==> config.mk <==
export PLATFORM = sky130hd
export DESIGN_NAME = addsub_seq
export DESIGN_NICKNAME = d
export VERILOG_FILES = /design/src/rtl/addsub_seq.sv
export SDC_FILE = /design/constraint.sdc
export NUM_CORES = 1
export LEC_CHECK = 0
export CORE_ASPECT_RATIO = 1.4
export CORE_UTILIZATION = 54
export CTS_BUF_LIST = sky130_fd_sc_hd__clkbuf_8
export DETAILED_ROUTE_END_ITERATION = 8
export PLACE_DENSITY = 0.81
export SLEW_MARGIN = 20
export SYNTH_ARGS = -nofsm -noshare
export SYNTH_HDL_FRONTEND = slang
export SYNTH_SLANG_ARGS = --single-unit
export TNS_END_PERCENT = 10
==> constraint.sdc <==
create_clock -name clk -period 2.1 [get_ports clk]
set_input_delay 0.42 -clock clk [delete_from_list [all_inputs] [get_ports clk]]
set_output_delay 0.42 -clock clk [all_outputs]
set_load 0.1 [all_outputs]
==> src/rtl/addsub_seq.sv <==
// addsub_seq -- chunk-serial adder/subtractor.
//
// Adds or subtracts two inSize-bit operands, chunk bits per enabled clock,
// over N = inSize/chunk cycles. A new result is published on sum/ovf, and
// valid is asserted, only when the last chunk has been processed. sum/ovf
// keep that result until the next operation completes.
//
// Optional feature: define ADDSUB_SAT_EN to saturate sum[inSize-1:0] to the
// signed max/min on overflow. The default build wraps.
//
// Ports
//   clk    in   rising-edge clock
//   rst    in   asynchronous active-low reset
//   en     in   clock enable; 0 freezes every register
//   start  in   request a new operation (accepted in IDLE or DONE only)
//   mode   in   0 = A+B, 1 = A-B
//   A, B   in   operands, inSize bits
//   sum    out  result; sum[inSize] = carry (add) or borrow (sub)
//   ovf    out  signed overflow
//   busy   out  high while chunks are being processed
//   valid  out  high for the DONE state
//
// state | meaning
// ------+-----------------------------------------------
// IDLE  | waiting for start
// RUN   | one chunk added per enabled edge
// DONE  | result published, valid=1, start may re-launch
module addsub_seq #(
  parameter int inSize = 8,
  parameter int chunk  = 2
) (
  input  logic              clk,
  input  logic              rst,
  input  logic              en,
  input  logic              start,
  input  logic              mode,
  input  logic [inSize-1:0] A,
  input  logic [inSize-1:0] B,
  output logic [inSize:0]   sum,
  output logic              ovf,
  output logic              busy,
  output logic              valid
);

  localparam int N     = inSize / chunk;
  localparam int CNT_W = (N > 1) ? $clog2(N) : 1;

  localparam logic [1:0] S_IDLE = 2'd0;
  localparam logic [1:0] S_RUN  = 2'd1;
  localparam logic [1:0] S_DONE = 2'd2;

  logic [1:0]        r_state;
  logic [CNT_W-1:0]  r_cnt;
  logic              r_carry;
  logic              r_mode;
  logic              r_a_sign;
  logic              r_b_sign;
  logic [inSize-1:0] r_a;
  logic [inSize-1:0] r_b;
  logic [inSize-1:0] r_acc;
  logic [inSize:0]   r_sum;
  logic              r_ovf;

  logic [chunk:0]    w_slice;
  logic [inSize-1:0] w_acc_nxt;
  logic [inSize-1:0] w_res;
  logic              w_msb;
  logic              w_ovf;

  // Operands are shifted right each cycle, so the active chunk always sits
  // in the low bits and no variable part-select is needed.
  assign w_slice = (chunk+1)'(r_a[chunk-1:0]) + (chunk+1)'(r_b[chunk-1:0])
                 + (chunk+1)'(r_carry);

  // Result slices enter from the top; after N shifts the word is aligned.
  assign w_acc_nxt = (r_acc >> chunk)
                   | (inSize'(w_slice[chunk-1:0]) << (inSize - chunk));

  // For subtraction the carry-out is inverted to give the borrow.
  assign w_msb = w_slice[chunk] ^ r_mode;
  assign w_ovf = (r_a_sign == r_b_sign) && (w_acc_nxt[inSize-1] != r_a_sign);

`ifdef ADDSUB_SAT_EN
  assign w_res = w_ovf ? (r_a_sign ? {1'b1, {(inSize-1){1'b0}}}
                                   : {1'b0, {(inSize-1){1'b1}}})
                       : w_acc_nxt;
`else
  assign w_res = w_acc_nxt;
`endif

  always_ff @(posedge clk or negedge rst) begin
    if (!rst) begin
      r_state  <= S_IDLE;
      r_cnt    <= '0;
      r_carry  <= 1'b0;
      r_mode   <= 1'b0;
      r_a_sign <= 1'b0;
      r_b_sign <= 1'b0;
      r_a      <= '0;
      r_b      <= '0;
      r_acc    <= '0;
      r_sum    <= '0;
      r_ovf    <= 1'b0;
    end else if (en) begin
      case (r_state)
        S_IDLE, S_DONE: begin
          if (start) begin
            r_state  <= S_RUN;
            r_cnt    <= CNT_W'(N - 1);
            r_mode   <= mode;
            r_carry  <= mode;
            r_a      <= A;
            r_b      <= mode ? ~B : B;
            r_a_sign <= A[inSize-1];
            r_b_sign <= B[inSize-1] ^ mode;
          end else begin
            r_state <= S_IDLE;
          end
        end
        S_RUN: begin
          r_a     <= r_a >> chunk;
          r_b     <= r_b >> chunk;
          r_carry <= w_slice[chunk];
          r_acc   <= w_acc_nxt;
          if (r_cnt == '0) begin
            r_state <= S_DONE;
            r_sum   <= {w_msb, w_res};
            r_ovf   <= w_ovf;
          end else begin
            r_cnt <= r_cnt - 1'b1;
          end
        end
        default: r_state <= S_IDLE;
      endcase
    end
  end

  assign sum   = r_sum;
  assign ovf   = r_ovf;
  assign busy  = (r_state == S_RUN);
  assign valid = (r_state == S_DONE);

endmodule

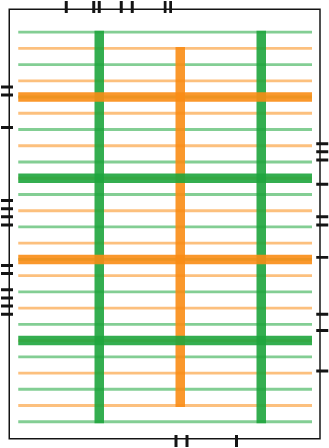
run_1/floorplan.png
Pins as bars on the die edge.
| net | color |
|---|---|
| VSS | green |
| VDD | orange |
rows: 24
signal pins: 33
met1 rails: 25
met5 straps: 4
met4 straps: 3

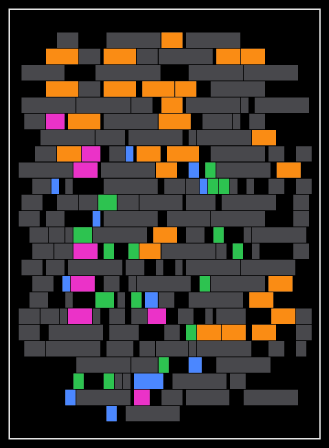
run_1/gates.png
| family | color | cells |
|---|---|---|
| nor cells | blue | 11 |
| mux cells | orange | 26 |
| non-inverting ao/oa cells | magenta | 8 |
| aoi and oai cells | green | 16 |
logic share of the area: 0.3317
post-route insts no fill: 226
Top cell excl fill/tap: dfrtp_1

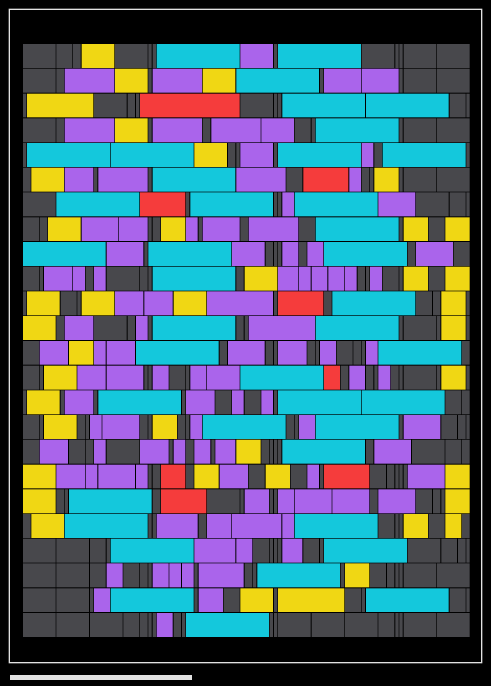
run_1/class_map.png
The bar under the picture is 20 um long. Fill, decap, tap and diode cells in gray.
| class | color | cells | share of their area |
|---|---|---|---|
| clock drivers and dummy loads | red | 8 | 4.9% |
| remaining logic cells | purple | 99 | 35% |
| sequential cells | cyan | 40 | 44% |
| remaining buffers and delay cells | yellow | 40 | 16% |
fin util: 0.7290
CORE AREA: 3213 um2
fin area: 2342 um2
Rows: 24

==> metrics.yaml, run 1 <==
global_routing:
  grt_pass1_wl_um: 6106
  grt.busiest_layer: "met2"
  use_met3: 0.05732
  grt_usage: 0.2288
  grt_pass1_vias: 1320
  grt_antenna_before_repair: 0
critical_path:
  cp_slowest_stage_delay_ns: 0.53
  critPathBufInv: 2
  end_kind: "output pin"
  crit_slowest_cell: "dfrtp_1"
  critPathKind: "reg -> out"
  cp-endpoint: "busy"
  worst_path_dominant_cell_family: "flip-flops"
  r2r_setup_slack_ns: 0.27
  crit_arrival_ns: 1.47
  path_max_fanout: 10
  path_cells: "nor2b_4, buf_4, buf_12"
  crit-reg2reg-launch: "r_carry"
  critPathLaunchType: "flop"
  startpoint: "r_state[0]"
clock_network:
  cts_buffer_depth: 2
  cts.reportedPaths.clkPinSlew_ns: 0.08
  clk_latency_ns: 0.29
  postCtsSetupBuffers: 0
  cts_hold_buf: 0
  tritoncts: "yes"
  cts_root_buf: "clkbuf_8"
floorplan:
  dieWidth_um: 51.79
  nWellTaps: 39
  fp-utilization: 0.5833
timing:
  setup_violations: 0
  layout_setup_ws_ns: 0.2146
  drv_slew: 0
  worst_slew_pin_slew_ns: 0.4785
  rsz0062_at_grt: "false"
  timing.setup.tns_ns: 0
  period_minus_slack_ns: 1.885
  whs_ns: 0.08226
  hold_viol: 0
logic_synthesis:
  yosys-mux-area-fraction: 0.1689
  yosysUniqueCellTypes: 32
  yosys.area_share.aoi: 0.09079
  netlist_instances: 148
  logic_family: "multiplexers"
  ys.flops: 40
  ys_cells: 148
  ys_sh_simple: 0.08344
  yosys.area.top_type: "dfrtp_1"
  synth_adder_area_share: 0.02804
  topCellsByArea: "dfrtp_1, mux2_2, mux2_4"
  netlist.area_leader.share: 0.5340
  fp_nets: 172
  xor_share: 0.04206
  seq_area_frac_synth: 0.5340
route:
  wl_per_cell_um: 15.59
  post-route-drc-count: 0
  dr.max_layer_used: "met4"
  first_iter_violations: 23
  drt-total-wl_um: 3523
final_layout:
  nonClkBufAreaFrac: 0.1581
  drive_gt1_frac: 0.3155
  clk_share: 0.04754
  clkbuf_count: 5
  seq_area_frac: 0.4273
  combGateArea_um2: 777.0
  flop_area_um2: 1001
  lay_top_cells: "dfrtp_1, clkdlybuf4s50_1, buf_4"
  buffers: 40
  syn2layout_area_growth_pct: 24.97
pwr:
  p_leak_nw: 1.104
  power.switching_w: 0.001752
  p_clk_w: 0.000611
  netSwitchingFraction: 0.4361
  max-vdd-ir-drop_mv: 1.193
  clkPwrFrac: 0.152
  power_leader: "combinational logic"
  cellPowerDensity_nw_per_um2: 1715
  finalPower_w: 0.004017
  p_int_w: 0.002265
placement:
  postPlaceCellArea_um2: 2231
  dp.cells: 218
  gp_congestion: 0.7441
  io_buffers: 32
  hpwl_um: 2648
flow_run:
  drv_cap: 0
  warnings: 26
run_status:
  outcome: "finished, final reports clean"
worst_hold_path:
  hold_path_class: "in -> async"
## run 1: synth_stat cells
cell type and count:
a21o_1 1, a21oi_1 3, a221oi_1 2, a22o_1 2, and3_1 1, and3b_1 1, and4bb_2 1, buf_2 4
buf_4 1, buf_6 3, clkbuf_1 1, dfrtp_1 40, fa_1 2, ha_1 1, inv_1 9, mux2_2 13
mux2_4 8, mux2i_1 5, nand2_1 11, nand3b_1 2, nand4b_2 1, nor2_1 6, nor2b_1 1, nor2b_4 1
nor3_1 3, o21a_2 1, o21ai_0 9, o21ai_1 1, o221a_2 4, o32ai_1 1, xnor2_1 8, xor2_1 1
## run 1: registers in the layout (all words and copies together), names as in the netlist
register	cells
sum	9
r_a	8
r_b	8
r_acc	6
r_cnt	2
r_state	2
ovf	1
r_a_sign	1
r_b_sign	1
r_carry	1
r_mode	1
run_1/ff_map.png
Other sequential cells in the stronger gray, the rest of the logic in the fainter gray.
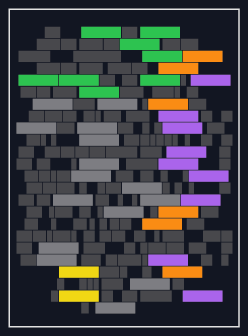

==> run 1 -> run 2 <==
- CORE_MARGIN: unset -> 10
- CORE_UTILIZATION: 54 -> 52
- CTS_BUF_LIST: sky130_fd_sc_hd__clkbuf_8 -> sky130_fd_sc_hd__clkbuf_4 sky130_fd_sc_hd__clkbuf_8 sky130_fd_sc_hd__clkbuf_16
- CTS_CLUSTER_DIAMETER: unset -> 40
- PLACE_DENSITY: 0.81 -> 0.79
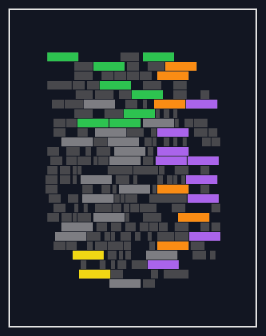
run_2/ff_map.png
Other sequential cells in the stronger gray, the rest of the logic in the fainter gray.
| signal | color | flops |
|---|---|---|
| r_acc | orange | 6 |
| sum | purple | 9 |
| r_a | green | 8 |
| r_cnt | yellow | 2 |
Seq group: 0.00134 W
fin util: 0.6724
sequential share of cell area: 0.4327

==> run 2 against run 1 <==
Compared with the run above: clock skew fell by 0.0021 ns; via count decreased by 1.6%; design area is 1.2% lower; largest power group unchanged.
==> metrics.yaml, run 2 <==
logic_synthesis:
  yosys_most_used_dff: "dfrtp_1"  # unchanged
  synth-edff-count: 0  # unchanged
  ys_cells: 148  # unchanged
  netlist_instances: 148  # unchanged
  synthArstFlopShare: 1.000  # unchanged
  most_common_cell: "dfrtp_1"  # unchanged
  netlist.area_leader.share: 0.5340  # unchanged
  ys_top_cells_by_count: "dfrtp_1, mux2_2, nand2_1"  # unchanged
  fp_nets: 172  # unchanged
clock_network:
  cts_hold_buf: 0  # unchanged
  postCtsSetupBuffers: 0  # unchanged
  cts_root_buf: "clkbuf_8"  # unchanged
  cts.reportedPaths.clkPinSlew_ns: 0.08  # about the same
  tritoncts: "yes"  # unchanged
  clk_latency_ns: 0.30  # was 0.29 ns
global_routing:
  grt_pass1_vias: 1303  # was 1320
  use_met3: 0.04575  # was 0.05732
  grt_pass1_wl_um: 6313  # was 6106 um
  grt_usage: 0.1186  # was 0.2288
  grt.busiest_layer: "met2"  # unchanged
final_layout:
  finish.instance_area_um2: 2313  # was 2342 um2
  final_common_cell: "dfrtp_1"  # unchanged
  final_cells: 223  # was 226
  lay_top_cells: "dfrtp_1, clkdlybuf4s50_1, buf_4"  # unchanged
  syn2layout_area_growth_pct: 23.43  # was 24.97%
  drive_gt1_frac: 0.3005  # was 0.3155
  largest_register_ffs: 9  # unchanged
floorplan:
  fp-utilization: 0.5447  # was 0.5833
  rows: 25  # was 24
  dieWidth_um: 70.74  # was 51.79 um
flow_run:
  warnings: 26  # unchanged
placement:
  gp_congestion: 0.7577  # was 0.7441
  hpwl_um: 2752  # was 2648 um
  io_buffers: 32  # unchanged
route:
  first_iter_violations: 92  # was 23
  post-route-drc-count: 0  # unchanged
  drt-total-wl_um: 3661  # was 3523 um
critical_path:
  crit-reg2reg-launch: "r_carry"  # unchanged
  crit_slowest_cell: "dfrtp_1"  # unchanged
  startpoint: "r_state[0]"  # unchanged
  path_max_fanout: 10  # unchanged
  critPathLaunchType: "flop"  # unchanged
  path_cells: "nor2b_4, buf_4, buf_12"  # unchanged
  cp_slowest_stage_delay_ns: 0.53  # about the same
  cp-endpoint: "busy"  # unchanged
  r2r_setup_slack_ns: 0.32  # was 0.27 ns
  end_kind: "output pin"  # unchanged
  crit_arrival_ns: 1.46  # was 1.47 ns
pwr:
  power_leader: "combinational logic"  # unchanged
  clkPwrFrac: 0.156  # was 0.152
  power.switching_w: 0.001758  # was 0.001752 W
  cellPowerDensity_nw_per_um2: 1734  # was 1715 nW/um2
  finalPower_w: 0.004011  # was 0.004017 W
  netSwitchingFraction: 0.4385  # was 0.4361
  p_clk_w: 0.000625  # was 0.000611 W
timing:
  setup_violations: 0  # unchanged
  hold_viol: 0  # unchanged
  rsz0062_at_grt: "false"  # unchanged
  period_minus_slack_ns: 1.883  # was 1.885 ns
  drv_slew: 0  # unchanged
  whs_ns: 0.2249  # was 0.08226 ns
run_status:
  outcome: "finished, final reports clean"  # unchanged
run 2: cell type report:
cell class / instances / area [um2]
repair buffers: 36 / 340.3
fillers: 283 / 1127
flip-flops and latches: 40 / 1001
clock inverters: 3 / 42.54
clock buffers: 5 / 68.82
inverters: 9 / 33.78
well taps: 40 / 50.05
multi-input cells: 90 / 777.0
run 2: worst max-delay path, delay by kind of cell, from the launching register on:
kind,cells,cell delay [ns]
AND/OR/NAND/NOR,1,0.21
buffers and inverters,2,0.42
flip-flops,1,0.53
run 2: kinds of logic after synthesis:
logic type | share of synthesized area
buffers and inverters | 0.05273
XOR/XNOR | 0.04206
flip-flops | 0.5340
AND/OR/NAND/NOR | 0.08344
AND-OR/OR-AND | 0.09079
multiplexers | 0.1689
adder cells (fa/ha/maj) | 0.02804
Power is estimated from default activity; no workload was simulated.
